File: src/rtl/dff_pipe.sv
// Stallable register pipeline: DEPTH stages of WIDTH bits with valid/ready
// handshaking, bubble collapsing, synchronous flush and complemented output.
module dff_pipe #(
    parameter int unsigned      WIDTH     = 8,
    parameter int               DEPTH     = 4,
    parameter logic [WIDTH-1:0] RESET_VAL = '0
) (
    input  logic                       clk,
    input  logic                       rst_n,
    input  logic                       flush,
    input  logic                       in_valid,
    output logic                       in_ready,
    input  logic [WIDTH-1:0]           in_data,
    output logic                       out_valid,
    input  logic                       out_ready,
    output logic [WIDTH-1:0]           out_data,
    output logic [WIDTH-1:0]           out_ndata,
    output logic [$clog2(DEPTH+1)-1:0] count
);

    localparam int unsigned N  = unsigned'(DEPTH);
    localparam int unsigned CW = $clog2(DEPTH+1);

    if (DEPTH < 1) begin : g_depth_check
        $error("dff_pipe: DEPTH must be at least 1");
    end

    logic [N-1:0]     v;
    logic [N-1:0]     ready;
    logic [WIDTH-1:0] d [N];
    logic             accept;

    // Readiness ripples from the output side, so any bubble frees every stage upstream of it.
    always_comb begin
        ready        = '0;
        ready[N-1]   = !v[N-1] || out_ready;
        for (int unsigned k = 1; k < N; k++) begin
            ready[N-1-k] = !v[N-1-k] || ready[N-k];
        end
    end

    assign in_ready = rst_n && ready[0] && !flush;
    assign accept   = in_valid && in_ready;

    always_ff @(posedge clk or negedge rst_n) begin
        if (!rst_n) begin
            v <= '0;
            for (int unsigned i = 0; i < N; i++) begin
                d[i] <= RESET_VAL;
            end
        end else if (flush) begin
            v <= '0;
        end else begin
            if (ready[0]) begin
                v[0] <= accept;
            end
            if (accept) begin
                d[0] <= in_data;
            end
            for (int unsigned i = 1; i < N; i++) begin
                if (ready[i]) begin
                    v[i] <= v[i-1];
                    if (v[i-1]) begin
                        d[i] <= d[i-1];
                    end
                end
            end
        end
    end

    always_comb begin
        count = '0;
        for (int unsigned i = 0; i < N; i++) begin
            count = count + CW'(v[i]);
        end
    end

    assign out_valid = v[N-1];
    assign out_data  = d[N-1];
    assign out_ndata = ~d[N-1];

endmodule

File: config.mk
export PLATFORM = sky130hd
export DESIGN_NAME = dff_pipe
export DESIGN_NICKNAME = d
export VERILOG_FILES = /design/src/rtl/dff_pipe.sv
export SDC_FILE = /design/constraint.sdc
export NUM_CORES = 1
export LEC_CHECK = 0
export CORE_MARGIN = 2
export CORE_UTILIZATION = 35
export DETAILED_ROUTE_END_ITERATION = 12
export GPL_ROUTABILITY_DRIVEN = 0
export SYNTH_ARGS = -nofsm -noshare
export SYNTH_HDL_FRONTEND = slang
export SYNTH_SLANG_ARGS = --single-unit
File: constraint.sdc
create_clock -name clk -period 1.9 [get_ports clk]
set_clock_uncertainty 0.15 [all_clocks]
set_input_delay 0.19 -clock clk [delete_from_list [all_inputs] [get_ports clk]]
set_output_delay 0.19 -clock clk [all_outputs]
set_load 0.005 [all_outputs]
run_1/clk_routes.png
Scale bar: 20 um.
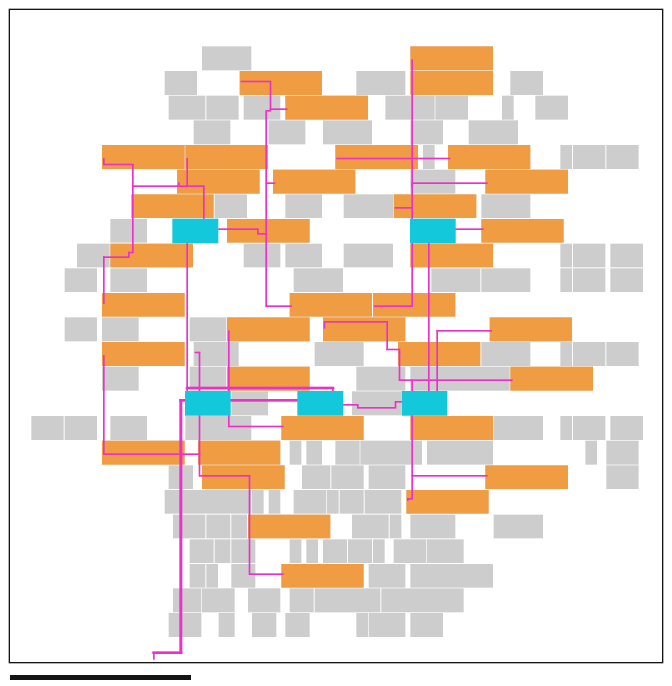
clock wires: shown in magenta, length 393 um. clock drivers: shown in cyan, count 5. flip-flops: shown in orange, count 36.
There are 6 routed clock nets.

run_1/wires.png
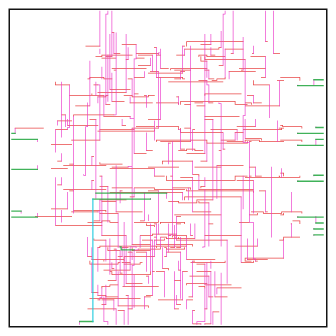
metal 4: shown in cyan, wire length 27.9 um. metal 3: shown in green, wire length 98.0 um. metal 2: shown in magenta, wire length 1,250 um. metal 1: shown in red, wire length 1,170 um.
total global-route track usage: 11.1%
wire length after detailed routing: 2.54 mm
via count: 935

==> Table 3: Implementation characteristics, run 1 <==
Table: implementation figures

Parameter                              Value

Logic synthesis
  Main combinational cell family by area after synthesis    multiplexers
  Ys Warns    0
  Proportion of synthesized flip-flops having asynchronous set or reset    100%
  Yosys cell count    112
  Synth Area in Compound Gates    3.79%
  Yosys synthesis chip area    1620 um^2

Final timing
  Total Negative Setup Slacks    -0.380 ns
  Final setup fails    3
  Final count of pins violating max slew    0
  Final tally of hold violations    0
  Least setup slack across all paths after layout    -0.205 ns
  Worst relative slew slack    70.2%

Run status
  Violations in the final reports    negative setup slack
  Run status    complete, but fails checks

Routing
  Sum of met3 wire segment lengths after detailed routing    97 um
  Number of DRC markers after the initial detailed-route iteration    38
  Routed len/inst    12.0 um

Clocking
  Count of instances resized after the clock tree is built    24
  # clock sinks    36
  Hold-fix buffer count after cts    1
  Clock-pin slew reported for the worst setup and hold paths after clock tree synthesis    0.07 ns

Cells and area
  P&R area growth vs syn    40.5%
  Number of clock buffers in the layout    7
  Highest-count cells in the layout ignoring fill and taps    sky130_fd_sc_hd__dfrtp_1 (36), sky130_fd_sc_hd__clkdlybuf4s50_1 (28), sky130_fd_sc_hd__mux2_4 (17), sky130_fd_sc_hd__mux2_2 (15), sky130_fd_sc_hd__buf_4 (12)
  Non-clock buffer count    51
  Clock tree cell share of total cell area    5.56%
  Post-layout net count    174
  Share of layout cells above drive strength 1    47.2%

Setup path
  Gate family responsible for the most delay along the worst path    adder cells
  Endpoint of the lowest-slack register-to-register path    out_data[5]

Global routing
  Remaining global-route overflow    0
  Most crowded layer after global routing    met2
  Antenna violations before repair    0
  Wire length of the first global-routing pass    4.48 mm

Place
  Number of input and output port buffers inserted    33

Floorplan
  Total Die Area    5180 um^2

Power and ir drop
  Static leakage power    1.04 nW
  Total Power Consumption    0.00217 W
run_1/placement_by_type.png
Fill, decap, tap and diode cells in gray.
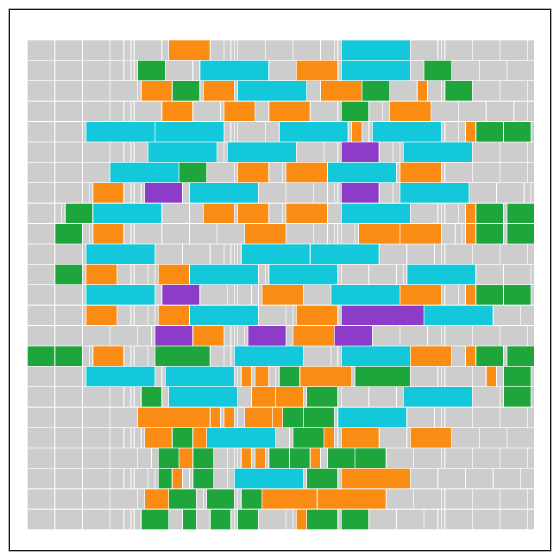
combinational and other logic: shown in orange, cells 64, share of their area 31%. clock drivers and dummy loads: shown in purple, cells 8, share of their area 5.7%. sequential cells: shown in cyan, cells 36, share of their area 41%. remaining buffers and delay cells: shown in green, cells 51, share of their area 23%.

run_1/placement.png
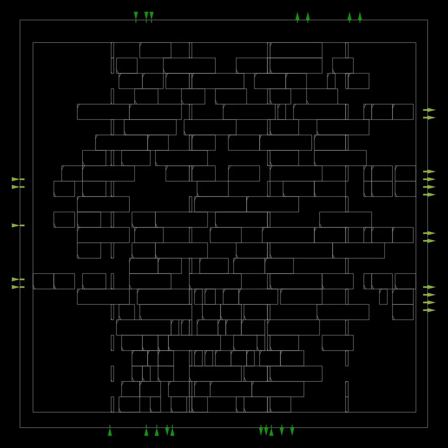
TAP cells: 52
standard-cell rows: 24
non-filler cells, final: 211
core utilization of the finished layout: 51.5%

run 1: where the power goes:
part	internal [W]	total [W]	switching, W
Combinational	0.000308	0.000413	0.000106
Clock	0.000463	0.000708	0.000245
Sequential	0.000943	0.00105	0.000105
Total	0.00171	0.00217	0.000456
run 1: worst max-delay path by stage:
stage	endpoint	start
3_5_place_dp	count[1]	v[3]
5_1_grt	count[1]	v[3]
4_1_cts	count[1]	v[1]
2_1_floorplan	count[1]	v[0]
6_report	count[1]	v[3]
3_3_place_gp	count[1]	v[3]
run 1: tightest hold or removal path, delay by kind of cell:
family	cells	cell delay, ns
buffers and inverters	3	1.02
run 1: flip-flops by register name, indices dropped and copies added, names as in the netlist:
signal / cells
d: 24
out_data: 8
v: 4
--- run 2 (diff from run 1) ---
--- a/config.mk
+++ b/config.mk
@@ -5,6 +5,7 @@
 export SDC_FILE = /design/constraint.sdc
 export NUM_CORES = 1
 export LEC_CHECK = 0
+export CORE_ASPECT_RATIO = 1.1
 export CORE_MARGIN = 2
 export CORE_UTILIZATION = 35
 export DETAILED_ROUTE_END_ITERATION = 12
==> Table 3: Implementation characteristics, run 2 <==
Table: implementation figures

Parameter                              Value

Power and ir drop
  Pwr Density    946 nW/um^2 (was 954 nW/um^2)
  Static leakage power    1.00 nW (was 1.04 nW)
  Total Power Consumption    0.00210 W (was 0.00217 W)

Cells and area
  Number of clock buffers in the layout    5 (was 7)
  Core utilization of the finished layout    50.7% (was 51.5%)
  Non-filler cells, final    208 (was 211)
  Number of inverters outside the clock class in the layout    13 (unchanged)
  Multi-input logic portion of the cell area    28.7% (was 27.9%)
  P&R area growth vs syn    37.2% (was 40.5%)
  Clock tree cell share of total cell area    5.02% (was 5.56%)
  Final-layout fill cell count    389 (was 368)
  Non-clock buffer count    46 (was 51)
  Highest-count cells in the layout ignoring fill and taps    sky130_fd_sc_hd__dfrtp_1 (36), sky130_fd_sc_hd__clkdlybuf4s50_1 (28), sky130_fd_sc_hd__mux2_4 (16), sky130_fd_sc_hd__mux2_2 (16), sky130_fd_sc_hd__inv_1 (11) (was sky130_fd_sc_hd__dfrtp_1 (36), sky130_fd_sc_hd__clkdlybuf4s50_1 (28), sky130_fd_sc_hd__mux2_4 (17), sky130_fd_sc_hd__mux2_2 (15), sky130_fd_sc_hd__buf_4 (12))
  Share of layout cells above drive strength 1    44.2% (was 47.2%)
  Post-layout net count    169 (was 174)
  Flip-flop count of the largest register, all copies and words added    24 (unchanged)
  Most flop-heavy register    d (unchanged)

Routing
  Wire length after detailed routing    2.39 mm (was 2.54 mm)
  Routed len/inst    11.5 um (was 12.0 um)
  Number of DRC markers after the initial detailed-route iteration    14 (was 38)
  Via count    918 (was 935)
  Sum of met3 wire segment lengths after detailed routing    106 um (was 97 um)
  Routed vias/inst    4.41 (was 4.43)
  WL met2    1.20 mm (was 1.25 mm)

Clocking
  # clock sinks    36 (unchanged)
  Clock-pin slew reported for the worst setup and hold paths after clock tree synthesis    0.07 ns (about the same)
  Hold-fix buffer count after cts    1 (unchanged)
  Count of instances resized after the clock tree is built    23 (was 24)

Final timing
  Final count of pins violating max slew    0 (unchanged)
  Post-route worst hold slack    0.344 ns (was 0.352 ns)
  Final tally of hold violations    0 (unchanged)
  Worst relative slew slack    70.9% (was 70.2%)
  Final setup fails    3 (unchanged)
  Fraction of the cycle the final worst path needs    110% (was 111%)
  Total Negative Setup Slacks    -0.349 ns (was -0.380 ns)
  Least setup slack across all paths after layout    -0.194 ns (was -0.205 ns)

Setup path
  Crit path from    v[3] (unchanged)
  Gate family responsible for the most delay along the worst path    adder cells (unchanged)
  Crit Path Class    reg2out (unchanged)
  Endpoint of the lowest-slack register-to-register path    out_data[6] (was out_data[5])
  Highest cell delay on the worst timing path    0.54 ns (was 0.55 ns)
  R2r setup slk    0.05 ns (was 0.06 ns)
  Worst setup endpoint    count[1] (unchanged)

Min path
  Class of the tightest hold or removal check    in2async (unchanged)

Logic synthesis
  Proportion of synthesized flip-flops having asynchronous set or reset    100% (unchanged)
  Synth Instances    112 (unchanged)
  Yosys synthesis chip area    1620 um^2 (unchanged)
  Ys Warns    0 (unchanged)
  Yosys cell count    112 (unchanged)

Global routing
  Antenna violations before repair    0 (unchanged)
  Most crowded layer after global routing    met2 (unchanged)
  Remaining global-route overflow    0 (unchanged)
  Total global-route track usage    10.5% (was 11.1%)
  Wire length of the first global-routing pass    3.90 mm (was 4.48 mm)

Place
  DP Cell Count    198 (was 196)
  Number of input and output port buffers inserted    33 (unchanged)
  Area after detailed placement    2020 um^2 (about the same)

Floorplan
  Standard-cell rows    25 (was 24)
  Horizontal die size    68.8 um (was 72.0 um)
  Starting utilization of the core area    36.9% (was 36.6%)
  TAP cells    54 (was 52)
  Total Die Area    5180 um^2 (about the same)

Run status
  Violations in the final reports    negative setup slack (unchanged)
  Run status    complete, but fails checks (unchanged)
[run 2: cell count changes in the layout (fill, tap and decap cells not counted), sizes merged]
| cell | before | now |
|---|---|---|
| clkinv | 0 | 1 |
| buf | 21 | 16 |
| clkbuf | 8 | 6 |
| clkinvlp | 0 | 1 |
[run 2: kinds of logic (layout without fill, tap and decap cells)]
family                   count (synthesis)  in the layout  share of synthesized area, %
buffers and inverters                   25             67                          9.05
AND-OR/OR-AND                            6              6                          3.79
AND/OR/NAND/NOR                         10             10                          4.56
multiplexers                            32             32                          24.1
flip-flops                              36             36                          55.7
adder cells (fa/ha/maj)                  3              3                          2.78
[run 2: power breakdown]
part	switching [W]	internal (W)	total (W)
Combinational	0.000105	0.000303	0.000408
Sequential	0.000101	0.000943	0.00104
Clock	0.000260	0.000388	0.000648
Total	0.000466	0.00163	0.00210
run_2/clk_routes.png
Scale bar: 20 um.
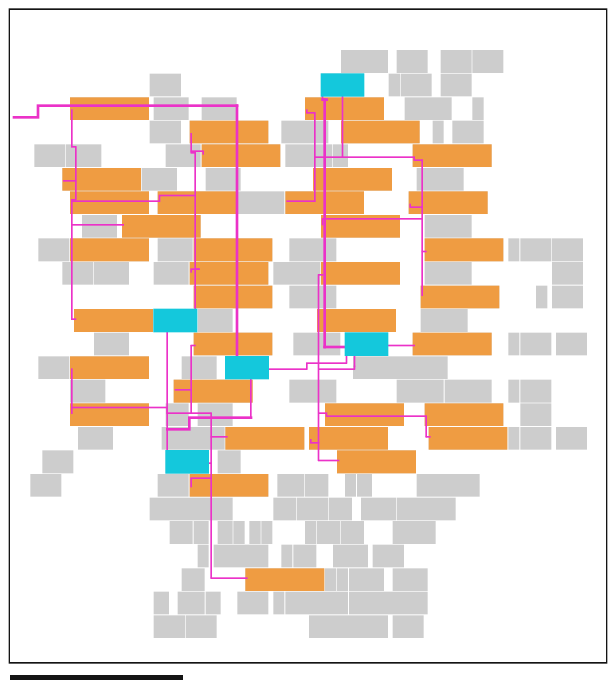
flip-flops: shown in orange, count 36. clock drivers: shown in cyan, count 5. clock wires: shown in magenta, length 396 um.
There are 6 routed clock nets.
clock latency on the worst-skew pair: 0.28 ns
Clock net power: 0.000648 W
Clock power frac: 30.9%

No activity file was given, so power comes from the tool's default toggle rates.
